Figure 1. A small window of the routed layout.
Bar = 10 µm. Region (0, 0) to (25, 25) µm. Cells in gray, sequential cells in the stronger gray; small squares are vias.
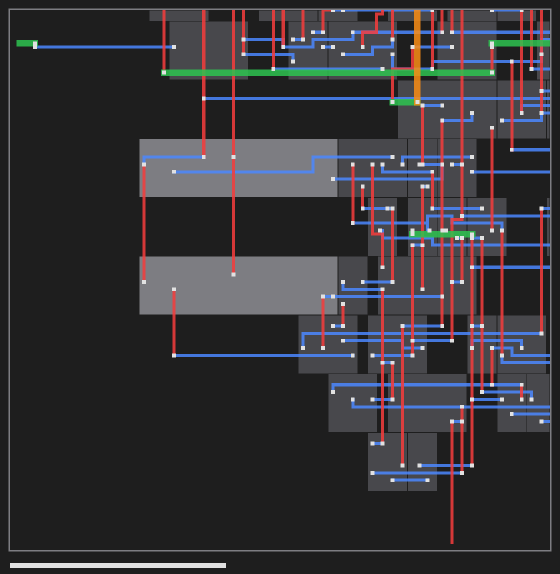
Figure 2. Logic cells by family.
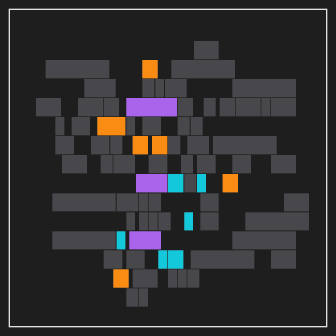
Figure 3. Register map, names as in the netlist.
Bar = 10 µm. Other sequential cells in the stronger gray, the rest of the logic in the fainter gray.
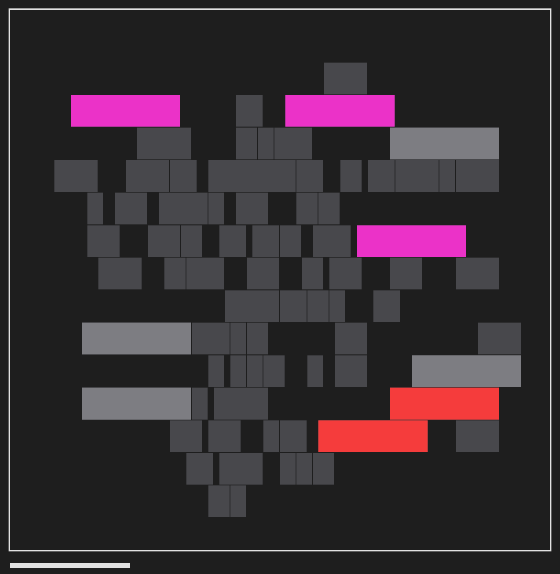
Figure 4. Wires at chosen ports, followed through buffers.
Bar = 10 µm.
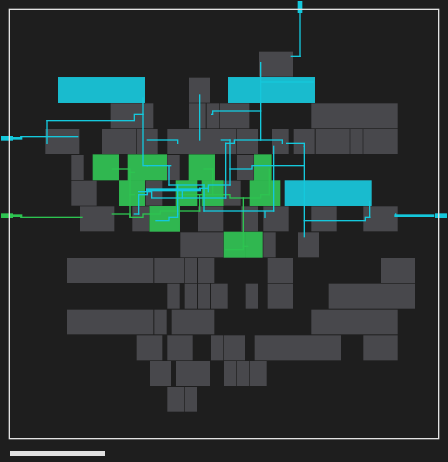
--- config.mk ---
export PLATFORM = sky130hd
export DESIGN_NAME = pulse_shaper
export DESIGN_NICKNAME = d
export VERILOG_FILES = /design/src/rtl/pulse_shaper_pkg.sv /design/src/rtl/sat_counter.sv /design/src/rtl/pulse_shaper.sv
export SDC_FILE = /design/constraint.sdc
export NUM_CORES = 1
export LEC_CHECK = 0
export CAP_MARGIN = 30
export CORE_MARGIN = 2
export CORE_UTILIZATION = 35
export CTS_CLUSTER_DIAMETER = 40
export DETAILED_ROUTE_END_ITERATION = 10
export GPL_ROUTABILITY_DRIVEN = 0
export MAX_ROUTING_LAYER = met4
export SYNTH_ARGS = -nofsm -noshare
export SYNTH_HDL_FRONTEND = slang
export SYNTH_SLANG_ARGS = --single-unit
--- constraint.sdc ---
create_clock -name clk -period 5.7 [get_ports clk]
set_input_delay 1.71 -clock clk [delete_from_list [all_inputs] [get_ports clk]]
set_output_delay 1.71 -clock clk [all_outputs]
set_load 0.05 [all_outputs]
--- src/rtl/pulse_shaper_pkg.sv ---
// Shared definitions for the pulse shaper: FSM state encoding and the
// helper that sizes the phase timing counter.
package pulse_shaper_pkg;

  typedef enum logic [1:0] {
    ST_IDLE = 2'd0,
    ST_HIGH = 2'd1,
    ST_LOW  = 2'd2
  } state_t;

  // Width of a down-counter that must hold max(hi, lo)-1; never below 1 bit.
  function automatic int cnt_width(input int hi, input int lo);
    int m;
    int w;
    m = (hi > lo) ? hi : lo;
    w = $clog2(m);
    return (w < 1) ? 1 : w;
  endfunction

endpackage

--- src/rtl/sat_counter.sv ---
// Up/down counter that saturates at all-ones and never wraps below zero.
// Simultaneous inc and dec cancel; an inc-only request at full is refused
// and reported on o_ovf in the same cycle so the caller can record the drop.
module sat_counter #(
  parameter int W = 3
) (
  input  logic         clk,
  input  logic         rst_n,
  input  logic         i_inc,
  input  logic         i_dec,
  output logic [W-1:0] o_cnt,
  output logic         o_ovf
);

  localparam logic [W-1:0] MAX = '1;

  logic [W-1:0] r_cnt;
  logic         w_full;
  logic         w_empty;

  assign w_full  = (r_cnt == MAX);
  assign w_empty = (r_cnt == '0);
  assign o_ovf   = i_inc & ~i_dec & w_full;
  assign o_cnt   = r_cnt;

  // Count register: step up or down unless the bound would be crossed.
  always_ff @(posedge clk or negedge rst_n) begin
    if (!rst_n) begin
      r_cnt <= '0;
    end else if (i_inc && !i_dec && !w_full) begin
      r_cnt <= r_cnt + 1'b1;
    end else if (i_dec && !i_inc && !w_empty) begin
      r_cnt <= r_cnt - 1'b1;
    end
  end

endmodule

--- src/rtl/pulse_shaper.sv ---
// Turns single-cycle event strobes into wide pulses with a fixed high time
// and a guaranteed minimum low gap. Events arriving during a pulse are queued
// in a saturating pending counter; all outputs come from registered state.
module pulse_shaper
  import pulse_shaper_pkg::*;
#(
  parameter int HIGH_CYCLES = 4,
  parameter int LOW_CYCLES  = 4,
  parameter int PEND_W      = 3
) (
  input  logic              clk,
  input  logic              rst_n,
  input  logic              pulse_in,
  input  logic              clr_ovf,
  output logic              out_pulse,
  output logic              busy,
  output logic [PEND_W-1:0] pending,
  output logic              overflow
);

  localparam int CW = cnt_width(HIGH_CYCLES, LOW_CYCLES);
  localparam logic [CW-1:0] HI_LOAD = CW'(HIGH_CYCLES - 1);
  localparam logic [CW-1:0] LO_LOAD = CW'(LOW_CYCLES - 1);

  state_t      r_state;
  state_t      w_state_nxt;
  logic [CW-1:0] r_cnt;
  logic [CW-1:0] w_cnt_nxt;
  logic        r_out;
  logic        w_out_nxt;
  logic        r_ovf;
  logic        w_launch;
  logic        w_pend_nz;
  logic        w_req;
  logic        w_inc;
  logic        w_dec;
  logic        w_drop;
  logic [PEND_W-1:0] w_pending;

  assign w_pend_nz = (w_pending != '0);
  assign w_req     = pulse_in | w_pend_nz;

  // A launch takes a fresh strobe directly only when nothing is queued;
  // otherwise the strobe is queued and the oldest queued event is launched.
  assign w_inc = pulse_in & ~(w_launch & ~w_pend_nz);
  assign w_dec = w_launch & w_pend_nz;

  sat_counter #(
    .W (PEND_W)
  ) u_pend (
    .clk   (clk),
    .rst_n (rst_n),
    .i_inc (w_inc),
    .i_dec (w_dec),
    .o_cnt (w_pending),
    .o_ovf (w_drop)
  );

  // Next-state, phase counter reload and launch decision.
  always_comb begin
    w_state_nxt = r_state;
    w_cnt_nxt   = r_cnt;
    w_launch    = 1'b0;
    case (r_state)
      ST_IDLE: begin
        if (w_req) begin
          w_launch    = 1'b1;
          w_state_nxt = ST_HIGH;
          w_cnt_nxt   = HI_LOAD;
        end
      end
      ST_HIGH: begin
        if (r_cnt == '0) begin
          w_state_nxt = ST_LOW;
          w_cnt_nxt   = LO_LOAD;
        end else begin
          w_cnt_nxt = r_cnt - 1'b1;
        end
      end
      ST_LOW: begin
        if (r_cnt != '0) begin
          w_cnt_nxt = r_cnt - 1'b1;
        end else if (w_req) begin
          w_launch    = 1'b1;
          w_state_nxt = ST_HIGH;
          w_cnt_nxt   = HI_LOAD;
        end else begin
          w_state_nxt = ST_IDLE;
        end
      end
      default: begin
        w_state_nxt = ST_IDLE;
        w_cnt_nxt   = '0;
      end
    endcase
    w_out_nxt = (w_state_nxt == ST_HIGH);
  end

  // State, phase counter and registered output pulse.
  always_ff @(posedge clk or negedge rst_n) begin
    if (!rst_n) begin
      r_state <= ST_IDLE;
      r_cnt   <= '0;
      r_out   <= 1'b0;
    end else begin
      r_state <= w_state_nxt;
      r_cnt   <= w_cnt_nxt;
      r_out   <= w_out_nxt;
    end
  end

  // Sticky overflow; a drop in the same cycle as a clear keeps it set.
  always_ff @(posedge clk or negedge rst_n) begin
    if (!rst_n) begin
      r_ovf <= 1'b0;
    end else if (w_drop) begin
      r_ovf <= 1'b1;
    end else if (clr_ovf) begin
      r_ovf <= 1'b0;
    end
  end

  assign out_pulse = r_out;
  assign busy      = (r_state != ST_IDLE);
  assign pending   = w_pending;
  assign overflow  = r_ovf;

endmodule

==> impl_metrics.env <==
# yosys + openroad results
export IMPL_seqPwrFrac_pct=30.8
export IMPL_p_per_area_nw_per_um2=658
export IMPL_slew_violations=0
export IMPL_viasPerCell=5.63
export IMPL_row_count=14
export IMPL_synth_top_cells_by_count="dfrtp_1 (9), inv_1 (7), a21oi_1 (5), o21ai_0 (5)"
export IMPL_cts_resized=0
export IMPL_seq_cell_share_pct=31.5
export IMPL_max_freq_mhz=278
export IMPL_hold_buffers=0
export IMPL_warnings=27
export IMPL_most_common_cell="dfrtp_1"
export IMPL_p_clk_mw=0.0503
export IMPL_grtUsageMet3_pct=6.40
export IMPL_first_iter_violations=10
export IMPL_endpoint_kind="primary output"
export IMPL_fin_ws_ns=2.11
export IMPL_fin_skew_ns=0.00453
export IMPL_synth_async_sr_flop_share_pct=100
export IMPL_cap_violations=0
export IMPL_hold_viol=0
export IMPL_startpoint_type="flip-flop"
export IMPL_comb_area_um2=328
export IMPL_yosys_warnings=0
export IMPL_cts_sinks=9
export IMPL_fillCellCount=154
export IMPL_crit_slowest_cell="clkdlybuf4s50_1"
export IMPL_peakVddDrop_mv=0.262
export IMPL_grt_max_degree=17
export IMPL_cts_buffer_depth=2
export IMPL_syn_area_um2=593
export IMPL_logic_family="AND-OR/OR-AND gates"
export IMPL_p_seq_mw=0.145
export IMPL_antenna_found_initial=0
export IMPL_reg2reg_from="r_cnt[0]"
export IMPL_wl_met2_um=507
export IMPL_r2r_setup_slack_ns=2.80
export IMPL_drtPass1Iterations=4
export IMPL_min_period_ns=3.59
export IMPL_outcome="finished, final reports clean"
export IMPL_fin_crit_sh_pct=63.0
export IMPL_pre_cts_ws_ns=1.87
export IMPL_buf_share_pct=12.6
export IMPL_cts_max_level=1
export IMPL_ys_seq_share_pct=38.0
export IMPL_min_from="overflow"
export IMPL_die_h_um=45.2
export IMPL_grt_pass1_wl_um=2050
export IMPL_yosys_cells=67
export IMPL_highest_layer="met4"
export IMPL_dpl_hpwl_um=847
export IMPL_worst_slew_pin_slew_ns=0.743
export IMPL_power_group_top="combinational logic"
export IMPL_worst_setup_path_type="reg2out"
export IMPL_synthCells=67
export IMPL_wl_per_cell_um=13.0
export IMPL_place_inst=89
export IMPL_grt_use_met1_pct=21.5
export IMPL_p_switching_mw=0.237
export IMPL_ys_area_um2=593
export IMPL_track_usage_pct=14.6
export IMPL_grt_pass1_vias=451
export IMPL_holdPathEnd="overflow"
export IMPL_layout_nets=85
export IMPL_hold_class="reg2reg"
export IMPL_yosys_cell_types_count=28
export IMPL_pwr_share_comb_pct=58.6
export IMPL_vias=524
export IMPL_num_multi_input_gates=48
export IMPL_flop_area_um2=225
export IMPL_cts_root_buf="clkbuf_4"
export IMPL_ff_type="dfrtp_1"
export IMPL_fa_ha_area_share_pct=7.59
export IMPL_path_cells="or2_2 > clkdlybuf4s50_1"
export IMPL_dominant_cells="logic gates"
export IMPL_crit_end="busy"
export IMPL_ff_count=9
export IMPL_synth_avg_cell_area_um2=8.85
export IMPL_post_route_util_pct=46.4
export IMPL_synth_xor_xnor_area_share_pct=0
export IMPL_grt_use_met2_pct=17.7
export IMPL_clkPwrFrac_pct=10.7
export IMPL_setup_viol=0
export IMPL_die_area_um2=2040
export IMPL_holdWs_ns=0.528
## Picture notes: Figure 1
metal 3 -> green
metal 2 -> red
metal 1 -> blue
metal 4 -> orange
cells with their middle in the window = 27
sequential cells in the window = 2
most frequent = inv_1 (4), nand2_1 (3)
netlist names of flops here include = `r_cnt` (2)

## Picture notes: Figure 2
and/or cells -> orange  # cells 6, most used or3_1
fa/ha/maj cells -> purple  # cells 3, most used ha_1
nor cells -> cyan  # cells 6, most used nor2_1
fin cells: 93
multi-input gate share of total cell area: 45.8%

## Picture notes: Figure 3
`r_state` -> red  # flops 2
`u_pend.o_cnt` -> magenta  # flops 3

## Picture notes: Figure 4
`pulse_in` -> green  # bits 1, direction input, edge left, end cells 11, buffers 1, wire 51.5 µm
`pending` -> cyan  # bits 3, direction output, edge 1 top, 1 right, 1 left, end cells 3, buffers 3, wire 168 µm

==> worst min-delay path, cell delays in order, from the launching register on <==
cell	delay [ns]
dfrtp_1	0.37
inv_1	0.05
o22ai_1	0.06
==> layout by cell type (no fill, tap or decap) <==
master / n
o211a_1: 1
ha_1: 2
o22ai_1: 2
o21ai_0: 5
nor2_1: 4
nand2_1: 3
o311ai_1: 1
clkdlybuf4s50_1: 9
or2_2: 1
a21oi_1: 5
o31ai_1: 1
or3_1: 3
a211oi_1: 4
inv_1: 7
nand3_1: 2
or2_1: 1
clkbuf_4: 3
nor2b_1: 2
o211ai_1: 3
fa_1: 1
or3_4: 1
o21ai_1: 1
a221oi_1: 1
nand2b_1: 1
o2111ai_1: 1
a211oi_2: 1
clkbuf_1: 1
a311oi_1: 1
dfrtp_1: 9
